### src/rtl/ps2_rx_fifo.sv
`default_nettype none
// ============================================================================
// Module   : ps2_rx_fifo
// Desc     : PS/2 device-to-host frame receiver feeding a show-ahead scan-code
//            FIFO with sticky parity / framing / overflow flags.
// Revision : 1.0 - initial release
// ============================================================================
module ps2_rx_fifo #(
  parameter int DEPTH   = 4,
  parameter int TIMEOUT = 50000
) (
  input  logic       clk,
  input  logic       rst,
  input  logic       key_clk,
  input  logic       key_data,
  input  logic       rd_en,
  input  logic       err_clr,
  output logic [7:0] code,
  output logic       code_valid,
  output logic       parity_err,
  output logic       frame_err,
  output logic       overflow
);

  localparam int              c_AW      = $clog2(DEPTH);
  localparam int              c_TW      = $clog2(TIMEOUT + 1);
  localparam logic [c_TW-1:0] c_TO_LAST = c_TW'(TIMEOUT - 1);

  typedef enum logic [1:0] {
    S_IDLE   = 2'd0,
    S_DATA   = 2'd1,
    S_PARITY = 2'd2,
    S_STOP   = 2'd3
  } state_t;

  // Synchronisers reset high: an idle PS/2 bus is pulled up
  logic r_kclk_m, r_kclk_s, r_kclk_d;
  logic r_kdat_m, r_kdat_s;
  logic w_fall;

  always_ff @(posedge clk or negedge rst) begin
    if (!rst) begin
      r_kclk_m <= 1'b1;
      r_kclk_s <= 1'b1;
      r_kclk_d <= 1'b1;
      r_kdat_m <= 1'b1;
      r_kdat_s <= 1'b1;
    end else begin
      r_kclk_m <= key_clk;
      r_kclk_s <= r_kclk_m;
      r_kclk_d <= r_kclk_s;
      r_kdat_m <= key_data;
      r_kdat_s <= r_kdat_m;
    end
  end

  assign w_fall = r_kclk_d & ~r_kclk_s;

  state_t          r_state;
  logic [2:0]      r_bit_cnt;
  logic [7:0]      r_shift;
  logic            r_par;
  logic [c_TW-1:0] r_to_cnt;
  logic            w_timeout;
  logic            w_stop_fall;
  logic            w_odd;
  logic            w_stop_bad;
  logic            w_par_bad;
  logic            w_good;

  // An edge arriving on the last counter value still counts as in time
  assign w_timeout   = (r_state != S_IDLE) && !w_fall && (r_to_cnt == c_TO_LAST);
  assign w_stop_fall = (r_state == S_STOP) && w_fall;
  assign w_odd       = ^{r_shift, r_par};
  assign w_stop_bad  = w_stop_fall && !r_kdat_s;
  assign w_par_bad   = w_stop_fall && r_kdat_s && !w_odd;
  assign w_good      = w_stop_fall && r_kdat_s && w_odd;

  always_ff @(posedge clk or negedge rst) begin
    if (!rst) begin
      r_state   <= S_IDLE;
      r_bit_cnt <= 3'd0;
      r_shift   <= 8'h00;
      r_par     <= 1'b0;
      r_to_cnt  <= '0;
    end else if (w_timeout) begin
      r_state  <= S_IDLE;
      r_to_cnt <= '0;
    end else if (w_fall) begin
      r_to_cnt <= '0;
      case (r_state)
        S_IDLE: begin
          if (!r_kdat_s) begin
            r_state   <= S_DATA;
            r_bit_cnt <= 3'd0;
            r_shift   <= 8'h00;
          end
        end
        S_DATA: begin
          r_shift   <= {r_kdat_s, r_shift[7:1]};
          r_bit_cnt <= r_bit_cnt + 3'd1;
          if (r_bit_cnt == 3'd7) begin
            r_state <= S_PARITY;
          end
        end
        S_PARITY: begin
          r_par   <= r_kdat_s;
          r_state <= S_STOP;
        end
        default: r_state <= S_IDLE;
      endcase
    end else if (r_state != S_IDLE) begin
      r_to_cnt <= r_to_cnt + c_TW'(1);
    end
  end

  // Pointers carry one extra wrap bit to tell full from empty
  logic [c_AW:0] r_wr_ptr, r_rd_ptr;
  logic [7:0]    r_mem [DEPTH];
  logic          w_empty, w_full, w_pop, w_push;

  assign w_empty = (r_wr_ptr == r_rd_ptr);
  assign w_full  = ((r_wr_ptr ^ r_rd_ptr) == {1'b1, {c_AW{1'b0}}});
  assign w_pop   = rd_en && !w_empty;
  assign w_push  = w_good && (!w_full || w_pop);

  always_ff @(posedge clk or negedge rst) begin
    if (!rst) begin
      r_wr_ptr <= '0;
      r_rd_ptr <= '0;
    end else begin
      if (w_push) r_wr_ptr <= r_wr_ptr + 1'b1;
      if (w_pop)  r_rd_ptr <= r_rd_ptr + 1'b1;
    end
  end

  always_ff @(posedge clk) begin
    if (w_push) r_mem[r_wr_ptr[c_AW-1:0]] <= r_shift;
  end

  logic r_parity_err, r_frame_err, r_overflow;

  // A new error event in the same cycle as err_clr leaves the flag set
  always_ff @(posedge clk or negedge rst) begin
    if (!rst) begin
      r_parity_err <= 1'b0;
      r_frame_err  <= 1'b0;
      r_overflow   <= 1'b0;
    end else begin
      if (w_par_bad)                    r_parity_err <= 1'b1;
      else if (err_clr)                 r_parity_err <= 1'b0;
      if (w_stop_bad || w_timeout)      r_frame_err  <= 1'b1;
      else if (err_clr)                 r_frame_err  <= 1'b0;
      if (w_good && w_full && !w_pop)   r_overflow   <= 1'b1;
      else if (err_clr)                 r_overflow   <= 1'b0;
    end
  end

  assign code       = w_empty ? 8'h00 : r_mem[r_rd_ptr[c_AW-1:0]];
  assign code_valid = !w_empty;
  assign parity_err = r_parity_err;
  assign frame_err  = r_frame_err;
  assign overflow   = r_overflow;

endmodule
`default_nettype wire
### config.mk
export PLATFORM = sky130hd
export DESIGN_NAME = ps2_rx_fifo
export DESIGN_NICKNAME = d
export VERILOG_FILES = /design/src/rtl/ps2_rx_fifo.sv
export SDC_FILE = /design/constraint.sdc
export NUM_CORES = 1
export LEC_CHECK = 0
export CORE_MARGIN = 2
export CORE_UTILIZATION = 30
export CTS_CLUSTER_SIZE = 14
export DETAILED_ROUTE_END_ITERATION = 7
export HOLD_SLACK_MARGIN = 0.12
export PLACE_DENSITY_LB_ADDON = 0.12
export SLEW_MARGIN = 20
export SYNTH_ARGS = -nofsm -noshare
export SYNTH_HDL_FRONTEND = slang
export SYNTH_SLANG_ARGS = --single-unit
### constraint.sdc
create_clock -name clk -period 7.2 [get_ports clk]
set_input_delay 1.44 -clock clk [delete_from_list [all_inputs] [get_ports clk]]
set_output_delay 1.44 -clock clk [all_outputs]
set_load 0.05 [all_outputs]
==> reports/metrics.yaml, run 1 <==
synth:
  avgSynthCellArea_um2: 13.3
  ys.flop_type: "dfrtp_1"
  yosysTopAreaCell: "dfrtp_1"
  async_flop_share_pct: 57.9
  common_cells: "dfrtp_1, edfxtp_1, nand2_1, inv_1"
  ys_cells: 263
  edf_count: 32
  ys_chip_area_um2: 3500
  synth_dominant_cell_count: "dfrtp_1"
critical_path:
  critPathKind: "register to output pin"
pwr:
  powerDensity_nw_per_um2: 418
  ir_drop_mv: 0.217
cts:
  clockRootBuffer: "clkbuf_16"
  cts_buffer_depth: 2
  clock_latency_ps: 330
  cts_setup_buffers: 0
  cts_sinks: 76
  cts.htree.levels: 3
placed_design:
  place_congestion: 0.692
  place_hpwl_um: 4380
  io_buffers: 17
final_timing:
  fmax_mhz: 237
  rsz0062_at_grt: "false"
  relSlewSlack_pct: 31.6
  finClkSkew_ps: 7.16
  holdWs_ps: 355
  finalClockPeriodUsage_pct: 58.5
final_layout:
  diodes: 0
  inv_count: 14
  seq_cells: 76
  fin_nets: 299
  fillers: 1143
  mi_logic_area_um2: 1320
floorplan:
  fp.dieW_um: 112
  core_um2: 11400
route:
  drtPass1Iterations: 4
  viasPerCell: 4.79
  first_iter_violations: 74
  drc: 0
min_path:
  hp-class: "register to register"
run_status:
  status: "completed"
global_routing:
  grt_pass1_wl_um: 11100
  grt_max_degree: 45
-- run 1: flip-flops by register name (all words and copies together) (netlist names), 2 cells and up --
name and flops:
r_bit_cnt 3, r_mem 32, r_rd_ptr 3, r_shift 8
r_state 2, r_to_cnt 16, r_wr_ptr 3
-- run 1: layout by cell type (no fill, tap or decap), types with 4 or more instances in the layout --
master | netlist | layout
nor2_1 | 6 | 6
ha_1 | 12 | 12
nand3_1 | 8 | 8
o21ai_0 | 11 | 11
xnor2_1 | 11 | 11
nor3_1 | 5 | 4
and2_1 | 4 | 4
a21oi_1 | 10 | 10
mux4_2 | 8 | 8
nor2b_1 | 10 | 10
mux2_2 | 4 | 4
clkbuf_16 | 0 | 9
edfxtp_1 | 32 | 32
inv_1 | 14 | 14
a21o_1 | 4 | 4
clkdlybuf4s50_1 | 0 | 16
nand2_1 | 15 | 15
a22o_1 | 12 | 12
xor2_1 | 6 | 6
dfrtp_1 | 39 | 39
dfstp_2 | 5 | 5
-- run 1: where the power goes --
| group | switching, W | internal [W] |
|---|---|---|
| registers | 0.000103 | 0.000538 |
| clock network | 0.000184 | 0.000272 |
| logic | 0.000351 | 0.000262 |
-- run 1: worst max-delay path, cell delays in order, from the launching register on --
cell             delay (ps)
dfrtp_1                 770
xnor2_1                 210
nand2_1                 110
nor2_1                  510
nor2b_1                 120
clkdlybuf4s50_1         720
-- run 1: cell families (layout without fill, tap and decap cells) --
kind of cell / count (synthesis) / after routing / share of synthesized area [%]
flip-flops: 76 / 76 / 59.1
XOR/XNOR: 18 / 18 / 4.90
AND/OR/NAND/NOR: 71 / 71 / 12.1
multiplexers: 14 / 14 / 7.01
adder cells (fa/ha/maj): 12 / 12 / 4.29
AND-OR/OR-AND: 48 / 48 / 9.23
buffers and inverters: 24 / 47 / 3.29
-- run 1: final timing paths --
check | startpoint | to | slack [ps] | cells past startpoint
max in group asynchronous | rst | r_shift[0] | 5690 | 1
min in group asynchronous | rst | r_to_cnt[12] | 1120 | 1
min | r_kclk_m | r_kclk_s | 360 | 0
max reg2reg | r_kclk_d | r_mem[0][7] | 4690 | 4
max | r_rd_ptr[0] | code[7] | 2980 | 5
min reg2reg | r_kclk_m | r_kclk_s | 360 | 0
-- run 1: metrics by stage --
stage | power (W) | instances | util [%] | area, um^2
4_1_cts | 0.00174 | 429 | 35.8 | 4090
3_3_place_gp | 0.00127 | 413 | 33.1 | 3780
2_1_floorplan | 0.00110 | 263 | - | 3500
3_5_place_dp | 0.00128 | 413 | 33.1 | 3780
6_report | 0.00171 | 429 | 35.8 | 4090
5_1_grt | 0.00182 | 429 | 35.8 | 4090
-- run 1: per-layer routing --
layer / GRT usage [%] / part of all wire, % / vias to the layer above
met3: 2.99 / 2.9 / 4
met1: 15.1 / 48 / 1022
met5: 0 / 0 / -
met4: 5.12 / 1.1 / 0
li1: - / - / 1001
met2: 18.1 / 48 / 28
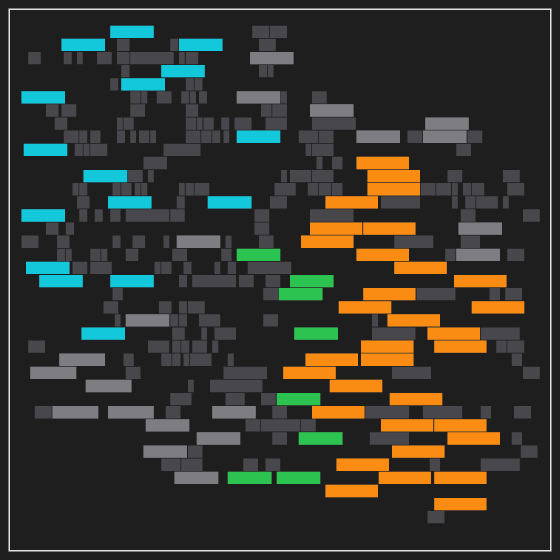
*Sequential cells grouped by signal name, run 1*
Other sequential cells in the stronger grey, the rest of the logic in the fainter grey.
r_shift: marked green, sequential cells 8. r_mem: marked orange, sequential cells 32. r_to_cnt: marked cyan, sequential cells 16.

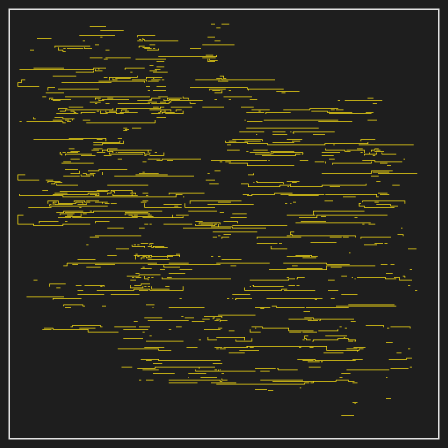
*The metal 1 layer, run 1*
The longest straight run is 29.7 um. The layer carries 3130 um of wire.

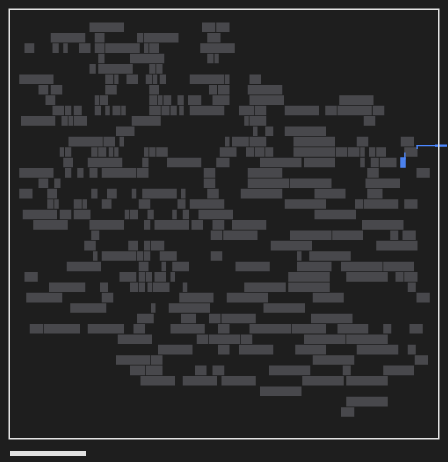
*Wires at chosen ports, followed through buffers, run 1*
Scale bar: 20 um.
code_valid: marked blue, direction output, edge right, end cells 1, wire 8.10 um.

==> run 1 -> run 2 <==
==> constraint.sdc (replaced) <==
create_clock -name clk -period 4.17 [get_ports clk]
set_input_delay 0.834 -clock clk [delete_from_list [all_inputs] [get_ports clk]]
set_output_delay 0.834 -clock clk [all_outputs]
set_load 0.05 [all_outputs]
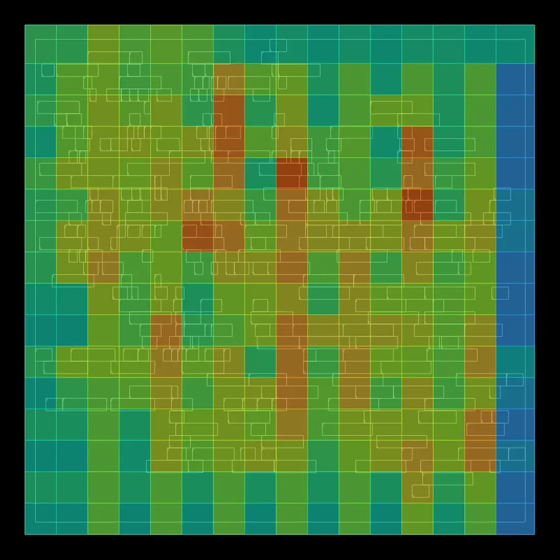
*Routing congestion map, run 2*
GRT Total Usage: 11.5%
met1 Track Usage GR: 14.7%

==> run 2 against run 1 <==
  * Total power is 72% higher
  * Clock power rose by 66%
  * Synthesized cell count is the same
  * Core utilization barely moved
  * Cell count up 0.47%
  * Setup slack worse by 2300 ps
  * Largest power group is now combinational logic
==> reports/metrics.yaml, run 2 <==
placed_design:
  place_hpwl_um: 4420  # +0.91%
  io_buffers: 17  # unchanged
pwr:
  ir_drop_mv: 0.387  # +79%
  p_total_w: 0.00293  # +72%
critical_path:
  reg2regPathDepth: 5  # +1
  slowest_stage: "clkdlybuf4s50_1"
final_layout:
  fin_nets: 301  # +0.67%
  fillers: 1142  # -0.087%
  mi_logic_area_um2: 1310  # -0.38%
  diodes: 0  # unchanged
  layout_top_cell: "dfrtp_1"
  largest_reg_flops: 32  # unchanged
final_timing:
  finClkSkew_ps: 7.86  # +0.696 ps
  finalClockPeriodUsage_pct: 83.6
  fmax_mhz: 287
  relSlewSlack_pct: 34.8  # +3.3 points
global_routing:
  grt_max_degree: 45  # unchanged
  grt_pass1_wl_um: 11200  # +1.1%
synth:
  async_flop_share_pct: 57.9  # unchanged
  ys_cells: 263  # unchanged
  common_cells: "dfrtp_1, edfxtp_1, nand2_1, inv_1"
  yosysTopAreaCell: "dfrtp_1"
route:
  drtPass1Iterations: 6  # +2
  first_iter_violations: 40  # -46%
  viasPerCell: 4.81  # +0.41%
  drc: 0  # unchanged
run_status:
  status: "completed"
cts:
  cts.htree.levels: 3  # unchanged
  cts_sinks: 76  # unchanged
  clock_latency_ps: 330  # about the same
  cts_setup_buffers: 0  # unchanged
==> run 2: layout make-up <==
cell class | instances | share of cell area (%)
Sequential cell | 76 | 50.6
Multi-Input combinational cell | 163 | 32.1
Clock buffer | 9 | 5.51
Timing Repair Buffer | 19 | 4.47
Tap cell | 143 | 4.38
Clock inverter | 7 | 1.59
Inverter | 14 | 1.29
==> run 2: final timing paths <==
| kind | startpoint | slack, ps | to |
|---|---|---|---|
| max | r_rd_ptr[1] | 680 | code[5] |
| min | r_kclk_m | 360 | r_kclk_s |
| max reg2reg | r_shift[3] | 1650 | r_mem[2][5] |
| min reg2reg | r_kclk_m | 360 | r_kclk_s |
| max in group asynchronous | rst | 3260 | r_bit_cnt[0] |
| min in group asynchronous | rst | 490 | r_to_cnt[12] |
==> run 2: metal layers <==
metal	part of all wire (%)	vias to the layer above	track usage, %
met3	2.4	4	3.59
li1	-	1001	-
met4	0.73	0	3.17
met5	0	-	0
met2	49	22	19.1
met1	48	1046	14.7
==> run 2: cells by family (layout without fill, tap and decap cells) <==
family	after synthesis	after routing	synth area share (%)
flip-flops	76	76	59.1
XOR/XNOR	18	18	4.90
adder cells (fa/ha/maj)	12	12	4.29
multiplexers	14	14	7.01
AND-OR/OR-AND	48	48	9.23
buffers and inverters	24	49	3.29
AND/OR/NAND/NOR	71	71	12.1
==> run 2: per-stage QoR <==
step	cell area, um^2	cells	worst slack, ps	util (%)	hold WS, ps
detailed placement	3790	415	930	33.2	347
global placement	3790	415	1010	33.2	346
global route	4090	431	493	35.8	360
CTS	4080	431	572	35.8	357
floorplan	3500	263	1610	-	345
finish	4090	431	682	35.8	355
==> run 2: worst max-delay path: cells and delay by family (launching register included) <==
kind,cells,cell delay [ps]
buffers and inverters,1,730
flip-flops,1,640
AND/OR/NAND/NOR,3,760
XOR/XNOR,1,190
==> run 2: where the power goes <==
part	internal [W]	total (W)	leakage (nW)	switching, W
registers	0.000928	0.00108	0.858	0.000149
clock network	0.000419	0.000757	0.141	0.000338
logic	0.000461	0.00110	0.605	0.000639
total	0.00181	0.00293	1.60	0.00113
Power and IR drop assume default switching activity.
